### src/rtl/pwm_pkg.sv
// pwm_pkg: constants shared by the PWM timer and the PWM capture block.
//   - register addresses of the 2-bit address / 16-bit data register port
//   - capture FSM state encoding
//   - default data/counter width
//   - bit positions inside the capture status word (address 0 read)
package pwm_pkg;

    localparam int CNT_W_DEF = 16;

    localparam logic [1:0] ADDR_CTRL = 2'd0;
    localparam logic [1:0] ADDR_LOW  = 2'd1;
    localparam logic [1:0] ADDR_HIGH = 2'd2;
    localparam logic [1:0] ADDR_CNT  = 2'd3;

    localparam logic [2:0] ST_IDLE = 3'd0;
    localparam logic [2:0] ST_SYNC = 3'd1;
    localparam logic [2:0] ST_LOW  = 3'd2;
    localparam logic [2:0] ST_HIGH = 3'd3;
    localparam logic [2:0] ST_DONE = 3'd4;

    localparam int STAT_BUSY    = 0;
    localparam int STAT_DONE    = 1;
    localparam int STAT_TIMEOUT = 2;

endpackage

### src/rtl/pwm_edge_detect.sv
// pwm_edge_detect: brings the asynchronous PWM line into i_clk and produces
// single-cycle rise/fall pulses.
//   i_clk, i_rst      clock, asynchronous active-high reset
//   i_pwm             asynchronous PWM line
//   o_rise, o_fall    one-cycle edge pulses (3 cycles after the pin edge)
// Build option PWM_CAPTURE_GLITCH_FILTER_EN: a level is accepted only after
// three identical synchronised samples, so shorter pulses are dropped and
// edge latency grows to 5 cycles. Both edges get the same extra delay, so
// measured widths stay exact.
module pwm_edge_detect (
    input  logic i_clk,
    input  logic i_rst,
    input  logic i_pwm,
    output logic o_rise,
    output logic o_fall
);

    logic sync1;
    logic sync2;

`ifdef PWM_CAPTURE_GLITCH_FILTER_EN
    logic [1:0] hist;
    logic       level;
    logic       stable;

    assign stable = (sync2 == hist[0]) && (sync2 == hist[1]);

    always_ff @(posedge i_clk or posedge i_rst) begin
        if (i_rst) begin
            sync1 <= 1'b0;
            sync2 <= 1'b0;
            hist  <= 2'b00;
            level <= 1'b0;
        end else begin
            sync1 <= i_pwm;
            sync2 <= sync1;
            hist  <= {hist[0], sync2};
            if (stable) level <= sync2;
        end
    end

    // Pulse in the cycle the filtered level is about to change.
    assign o_rise = stable &  sync2 & ~level;
    assign o_fall = stable & ~sync2 &  level;
`else
    logic prev;

    always_ff @(posedge i_clk or posedge i_rst) begin
        if (i_rst) begin
            sync1 <= 1'b0;
            sync2 <= 1'b0;
            prev  <= 1'b0;
        end else begin
            sync1 <= i_pwm;
            sync2 <= sync1;
            prev  <= sync2;
        end
    end

    assign o_rise =  sync2 & ~prev;
    assign o_fall = ~sync2 &  prev;
`endif

endmodule

### src/rtl/pwm_capture.sv
// pwm_capture: measures low width, high width and period count of a PWM line.
//   i_clk, i_rst             clock, asynchronous active-high reset
//   i_pwm                    PWM line under measurement (asynchronous)
//   i_we, i_re, i_addr       register write / read strobes and address
//   i_wdata                  write data (addr0: N periods, 0 = abort)
//   o_rdata, o_rvalid        registered read data and its valid pulse
//   o_busy                   capture in progress
//   o_capture_done           one-cycle pulse on completion or timeout
// Build option PWM_CAPTURE_GLITCH_FILTER_EN enables the input glitch filter
// inside pwm_edge_detect.
//
// state | meaning
// IDLE  | not armed
// SYNC  | armed, waiting for a falling edge to start a low phase
// LOW   | counting low cycles
// HIGH  | counting high cycles; a falling edge closes the period
// DONE  | N periods captured or timed out; results held until re-arm
module pwm_capture
    import pwm_pkg::*;
#(
    parameter int               CNT_W   = CNT_W_DEF,
    parameter logic [CNT_W-1:0] TIMEOUT = 16'hFFFF
) (
    input  logic             i_clk,
    input  logic             i_rst,
    input  logic             i_pwm,
    input  logic             i_we,
    input  logic             i_re,
    input  logic [1:0]       i_addr,
    input  logic [CNT_W-1:0] i_wdata,
    output logic [CNT_W-1:0] o_rdata,
    output logic             o_rvalid,
    output logic             o_busy,
    output logic             o_capture_done
);

    logic rise, fall;

    pwm_edge_detect u_edge (
        .i_clk  (i_clk),
        .i_rst  (i_rst),
        .i_pwm  (i_pwm),
        .o_rise (rise),
        .o_fall (fall)
    );

    logic [2:0]       state_q, state_d;
    logic [CNT_W-1:0] n_q, n_d;
    logic [CNT_W-1:0] low_cnt_q, low_cnt_d, high_cnt_q, high_cnt_d;
    logic [CNT_W-1:0] low_res_q, low_res_d, high_res_q, high_res_d;
    logic [CNT_W-1:0] period_q, period_d, period_inc;
    logic [CNT_W-1:0] idle_q, idle_d;
    logic             timeout_q, timeout_d;
    logic [CNT_W-1:0] rd_mux, status_d;
    logic             busy_st, arm, abort;

    assign busy_st    = (state_q == ST_SYNC) || (state_q == ST_LOW) || (state_q == ST_HIGH);
    assign arm        = i_we && (i_addr == ADDR_CTRL) && (i_wdata != '0);
    assign abort      = i_we && (i_addr == ADDR_CTRL) && (i_wdata == '0);
    assign period_inc = period_q + 1'b1;

    always_comb begin
        state_d    = state_q;
        n_d        = n_q;
        low_cnt_d  = low_cnt_q;
        high_cnt_d = high_cnt_q;
        low_res_d  = low_res_q;
        high_res_d = high_res_q;
        period_d   = period_q;
        idle_d     = idle_q;
        timeout_d  = timeout_q;
        if (arm) begin
            // Arm beats any edge in the same cycle; the edge is dropped.
            state_d    = ST_SYNC;
            n_d        = i_wdata;
            low_cnt_d  = '0;
            high_cnt_d = '0;
            low_res_d  = '0;
            high_res_d = '0;
            period_d   = '0;
            timeout_d  = 1'b0;
            idle_d     = TIMEOUT;
        end else if (abort) begin
            state_d = ST_IDLE;
        end else if (busy_st && (idle_q == '0)) begin
            timeout_d = 1'b1;
            state_d   = ST_DONE;
        end else begin
            // Idle timer is a down-counter reloaded on every accepted edge.
            if (busy_st) idle_d = idle_q - 1'b1;
            case (state_q)
                ST_SYNC: begin
                    if (fall) begin
                        state_d   = ST_LOW;
                        low_cnt_d = 1;
                        idle_d    = TIMEOUT;
                    end
                end
                ST_LOW: begin
                    if (rise) begin
                        state_d    = ST_HIGH;
                        high_cnt_d = 1;
                        idle_d     = TIMEOUT;
                    end else if (low_cnt_q != '1) begin
                        low_cnt_d = low_cnt_q + 1'b1;
                    end
                end
                ST_HIGH: begin
                    if (fall) begin
                        low_res_d  = low_cnt_q;
                        high_res_d = high_cnt_q;
                        period_d   = period_inc;
                        idle_d     = TIMEOUT;
                        if (period_inc == n_q) begin
                            state_d = ST_DONE;
                        end else begin
                            state_d   = ST_LOW;
                            low_cnt_d = 1;
                        end
                    end else if (high_cnt_q != '1) begin
                        high_cnt_d = high_cnt_q + 1'b1;
                    end
                end
                default: ;
            endcase
        end
    end

    // Reads see post-write values so a same-cycle write is visible.
    always_comb begin
        status_d               = '0;
        status_d[STAT_BUSY]    = (state_d == ST_SYNC) || (state_d == ST_LOW) || (state_d == ST_HIGH);
        status_d[STAT_DONE]    = (state_d == ST_DONE);
        status_d[STAT_TIMEOUT] = timeout_d;
        case (i_addr)
            ADDR_CTRL: rd_mux = status_d;
            ADDR_LOW:  rd_mux = low_res_d;
            ADDR_HIGH: rd_mux = high_res_d;
            default:   rd_mux = period_d;
        endcase
    end

    always_ff @(posedge i_clk or posedge i_rst) begin
        if (i_rst) begin
            state_q        <= ST_IDLE;
            n_q            <= '0;
            low_cnt_q      <= '0;
            high_cnt_q     <= '0;
            low_res_q      <= '0;
            high_res_q     <= '0;
            period_q       <= '0;
            idle_q         <= '0;
            timeout_q      <= 1'b0;
            o_rdata        <= '0;
            o_rvalid       <= 1'b0;
            o_capture_done <= 1'b0;
        end else begin
            state_q        <= state_d;
            n_q            <= n_d;
            low_cnt_q      <= low_cnt_d;
            high_cnt_q     <= high_cnt_d;
            low_res_q      <= low_res_d;
            high_res_q     <= high_res_d;
            period_q       <= period_d;
            idle_q         <= idle_d;
            timeout_q      <= timeout_d;
            o_rvalid       <= i_re;
            if (i_re) o_rdata <= rd_mux;
            o_capture_done <= (state_d == ST_DONE) && (state_q != ST_DONE);
        end
    end

    assign o_busy = busy_st;

endmodule

### config.mk
export PLATFORM = sky130hd
export DESIGN_NAME = pwm_capture
export DESIGN_NICKNAME = d
export VERILOG_FILES = /design/src/rtl/pwm_pkg.sv /design/src/rtl/pwm_edge_detect.sv /design/src/rtl/pwm_capture.sv
export SDC_FILE = /design/constraint.sdc
export NUM_CORES = 1
export LEC_CHECK = 0
export ABC_CLOCK_PERIOD_IN_PS = 6200
export CAP_MARGIN = 0
export CORE_ASPECT_RATIO = 0.5
export CORE_UTILIZATION = 60
export CTS_CLUSTER_DIAMETER = 60
export DETAILED_ROUTE_END_ITERATION = 8
export PLACE_DENSITY = 0.76
export SLEW_MARGIN = 10
export SYNTH_ARGS = -nofsm -noshare
export SYNTH_HDL_FRONTEND = slang
export SYNTH_SLANG_ARGS = --single-unit
### constraint.sdc
create_clock -name i_clk -period 6.2 [get_ports i_clk]
set_input_delay 0.93 -clock i_clk [delete_from_list [all_inputs] [get_ports i_clk]]
set_output_delay 0.93 -clock i_clk [all_outputs]
set_load 0.02 [all_outputs]
### The metal 3 layer

Scale: 2 px per um.
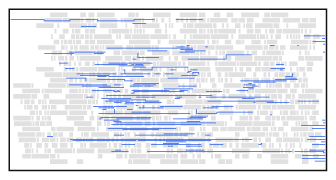
The longest straight run is 90.9 um. The wires run mostly horizontal. 111 nets have wire on it. The layer carries 1900 um of wire. The layer holds 9.8% of the routed length.
routing usage on met3: 0.0885
DR vias: 6331
detailed-route wire length: 19.5 mm

### Power grid

Scale: 3 px per um. Pins as bars on the die edge. Tap cells in grey.
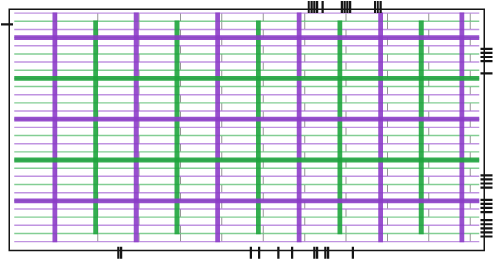
Key: VSS = purple; VDD = green
The core has 28 rows. 29 met1 rails follow the rows.

### Clock routing

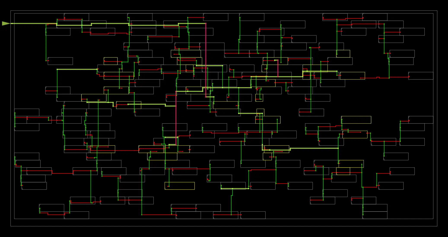
Sinks on Clock Net: 137
number of clock buffers in the layout: 20

### Metal 2

Scale: 2 px per um.
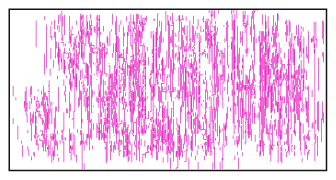
The layer carries 8440 um of wire. The longest straight run is 57.1 um. The wires run mostly vertical.

### Signal wires by layer

Scale: 3 px per um.
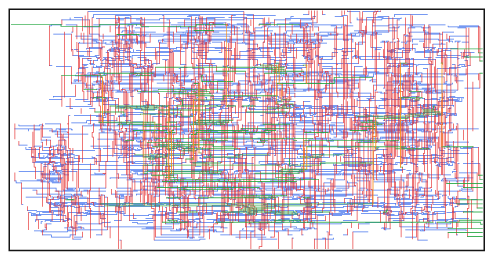
Key: metal 3 = green [wire length 1900 um]; metal 2 = red [wire length 8440 um]; metal 4 = orange [wire length 300 um]; metal 1 = blue [wire length 8820 um]
overall routing resource usage: 0.325
routed length per instance: 19.2 um

==> reports/metrics.csv <==
metric,value,unit
run_status,"complete, no violations",
worst_path_clk_slew,60,ps
setup_tns,0,ps
final-clk-cell-share,0.0785,
final_layout_size_suffix_gt1_frac,0.0743,
layout_top_cells,"sky130_fd_sc_hd__nand2_1, sky130_fd_sc_hd__dfrtp_1, sky130_fd_sc_hd__nor2_1",
timing_hold_violations_final,0,
cts_tree,built,
timing.rr.start,idle_q[0],
power_clock,1130,uW
yosysWarningCount,0,
place_inst,982,
fill_cell_total_of_the_finished_layout,888,
clock-skew-final,7.88,ps
mux_cell_area_share,0.0208,
synth-compound-area-share,0.133,
sw_frac_of_total,0.269,
busiest_layer,met2,
worst_slack_after_detailed_placement,2020,ps
layout-area-overhead-vs-synth,15.4,%
grt_setup_unrepaired,no,
most_common_cell,sky130_fd_sc_hd__nand2_1,
crit_path_max_fanout,44,
ioPinCount,42,
floorplan.rows,28,
instance_count_along_the_most_critical_hold_path,0,
area.share.combinational,0.430,
drcViolationCount,0,
synth_largest_type_area_fraction,0.470,
power.group.top,the clock network,
ir_drop_worst_vdd,0.000167,V
fp.dieW,158,um
number_of_global_route_vias_before_repair,5828,
top_cells_by_area,"sky130_fd_sc_hd__dfrtp_1, sky130_fd_sc_hd__nand2_1, sky130_fd_sc_hd__nor2_1",
gp_congestion,0.928,
synth_sequential_area_ratio,0.470,
worst_hold_path_type,reg2reg,
yosys_most_used_dff,sky130_fd_sc_hd__dfrtp_1,
wl_met2,8.44,mm
crit_family,simple AND/OR/NAND/NOR gates,
path_cells,"clkdlybuf4s50_1, nor2_1, and2_0, and2_2, buf_4, or3_1, o31ai_1, o32a_1",
dominant-cell-class,multi-input combinational cells,
layout.area.seq,3430,um^2
mappedNetlistNets,841,
cts-hold-fix-buffers,0,
crit_slowest_cell,sky130_fd_sc_hd__clkdlybuf4s50_1,
critical_path.startpoint,i_addr[1],
global_route.overflow_total,0,
crit_path_start_kind,primary input,
slew-limit-headroom,0.376,
timing.final.crit_period,3850,ps
setup-violations-final,0,
topRoutingLayerUsed,met4,
setup.worst_path.class,in2reg,
fp-utilization,0.617,
gr-usage-met1,0.475,
n_all_inverters,13,
cts-root-to-sink-buffers,2,
whs,353,ps
netlist.top_cell.by_area,sky130_fd_sc_hd__dfrtp_1,
number_of_standard_cells_after_synthesis,814,
ys_top_cells_by_count,"sky130_fd_sc_hd__nand2_1, sky130_fd_sc_hd__dfrtp_1, sky130_fd_sc_hd__nor2_1",
end_kind,register,
antenna-diode-count,0,
critical-path-max-stage-delay,730,ps
num-multi-input-gates,621,
ff_count,137,
largest_net_degree_at_the_start_of_global_routing,105,
slack_of_the_worst_reg_to_reg_path,2940,ps
cts-root-buf,sky130_fd_sc_hd__clkbuf_16,
stage_log_warnings,28,
combinationalPowerShare,0.142,
final_critical_path_setup_slack,2350,ps
synthArstFlopShare,1.00,
postCtsSetupRepairBufs,0,
dpl_cell_area,7750,um^2
logic_family,simple AND/OR/NAND/NOR gates,
final_common_cell,sky130_fd_sc_hd__nand2_1,
post_synthesis_sequential_element_count,137,
netlist_area,7290,um^2
signal_buffer_area_fraction,0.0533,
cp_num_buf_inv,2,
finalCoreUtilization,0.712,
cts_resized,0,
worstSetupEndpoint,o_rdata[2],
net_switching_power,676,uW
use_met2,0.476,
timing.final.crit_share,0.621,
htree_num_levels,4,
detailedPlacementHpwl,13.3,mm
avgViaCountPerCell,6.25,
clock_latency,410,ps
seqAreaFraction,0.408,
final_antenna_net_count,0,
worstPathArrival,4150,ps
whs_endpoint,u_edge.sync2,
wire_length_of_the_first_global_routing_pass,30.9,mm
die_h,79.9,um
fa_ha_area_frac,0.00687,
cts_made_buffers,17,
cell_depth_of_the_worst_setup_path,8,
seqPwrFrac,0.411,
grt_antenna_before_repair,0,
met1Wirelength,8.82,mm
powerSeq,1030,uW
hp-start,u_edge.sync1,
depth_of_the_most_critical_reg_to_reg_path,10,
yosys-stat-cells,814,
slew_violations,0,
chip_area,12600,um^2
tightestPinTransition,936,ps
power.density_cell_area,299,nW/um^2
clkPwrFrac,0.447,
required_worst_endpoint,6490,ps
power_report.internal_total,1840,uW
final_area,8410,um^2
comb-power,357,uW
tap_cells,165,
drt_pass1_iterations,7,
finish.net_count,863,
synthXorXnorAreaFrac,0.0661,
met3_wirelength,1.90,mm
unique_cell_type_count_in_the_yosys_netlist,76,
synth.cellmix.simpleShare,0.269,
final_cell_count_no_fill,1013,
final-comb-area,3610,um^2
cap_viol_max_count,0,
rr_endpoint,o_rdata[7],
post_synth_tally_of_flip_flops_with_integrated_enable,0,
syn_avg_cell_area,8.95,um^2
achievable-frequency,260,MHz
drt_iter0_markers,739,
number_of_i_o_port_buffers,41,
Power figures rest on the tool's default switching activity, not on a simulated workload.
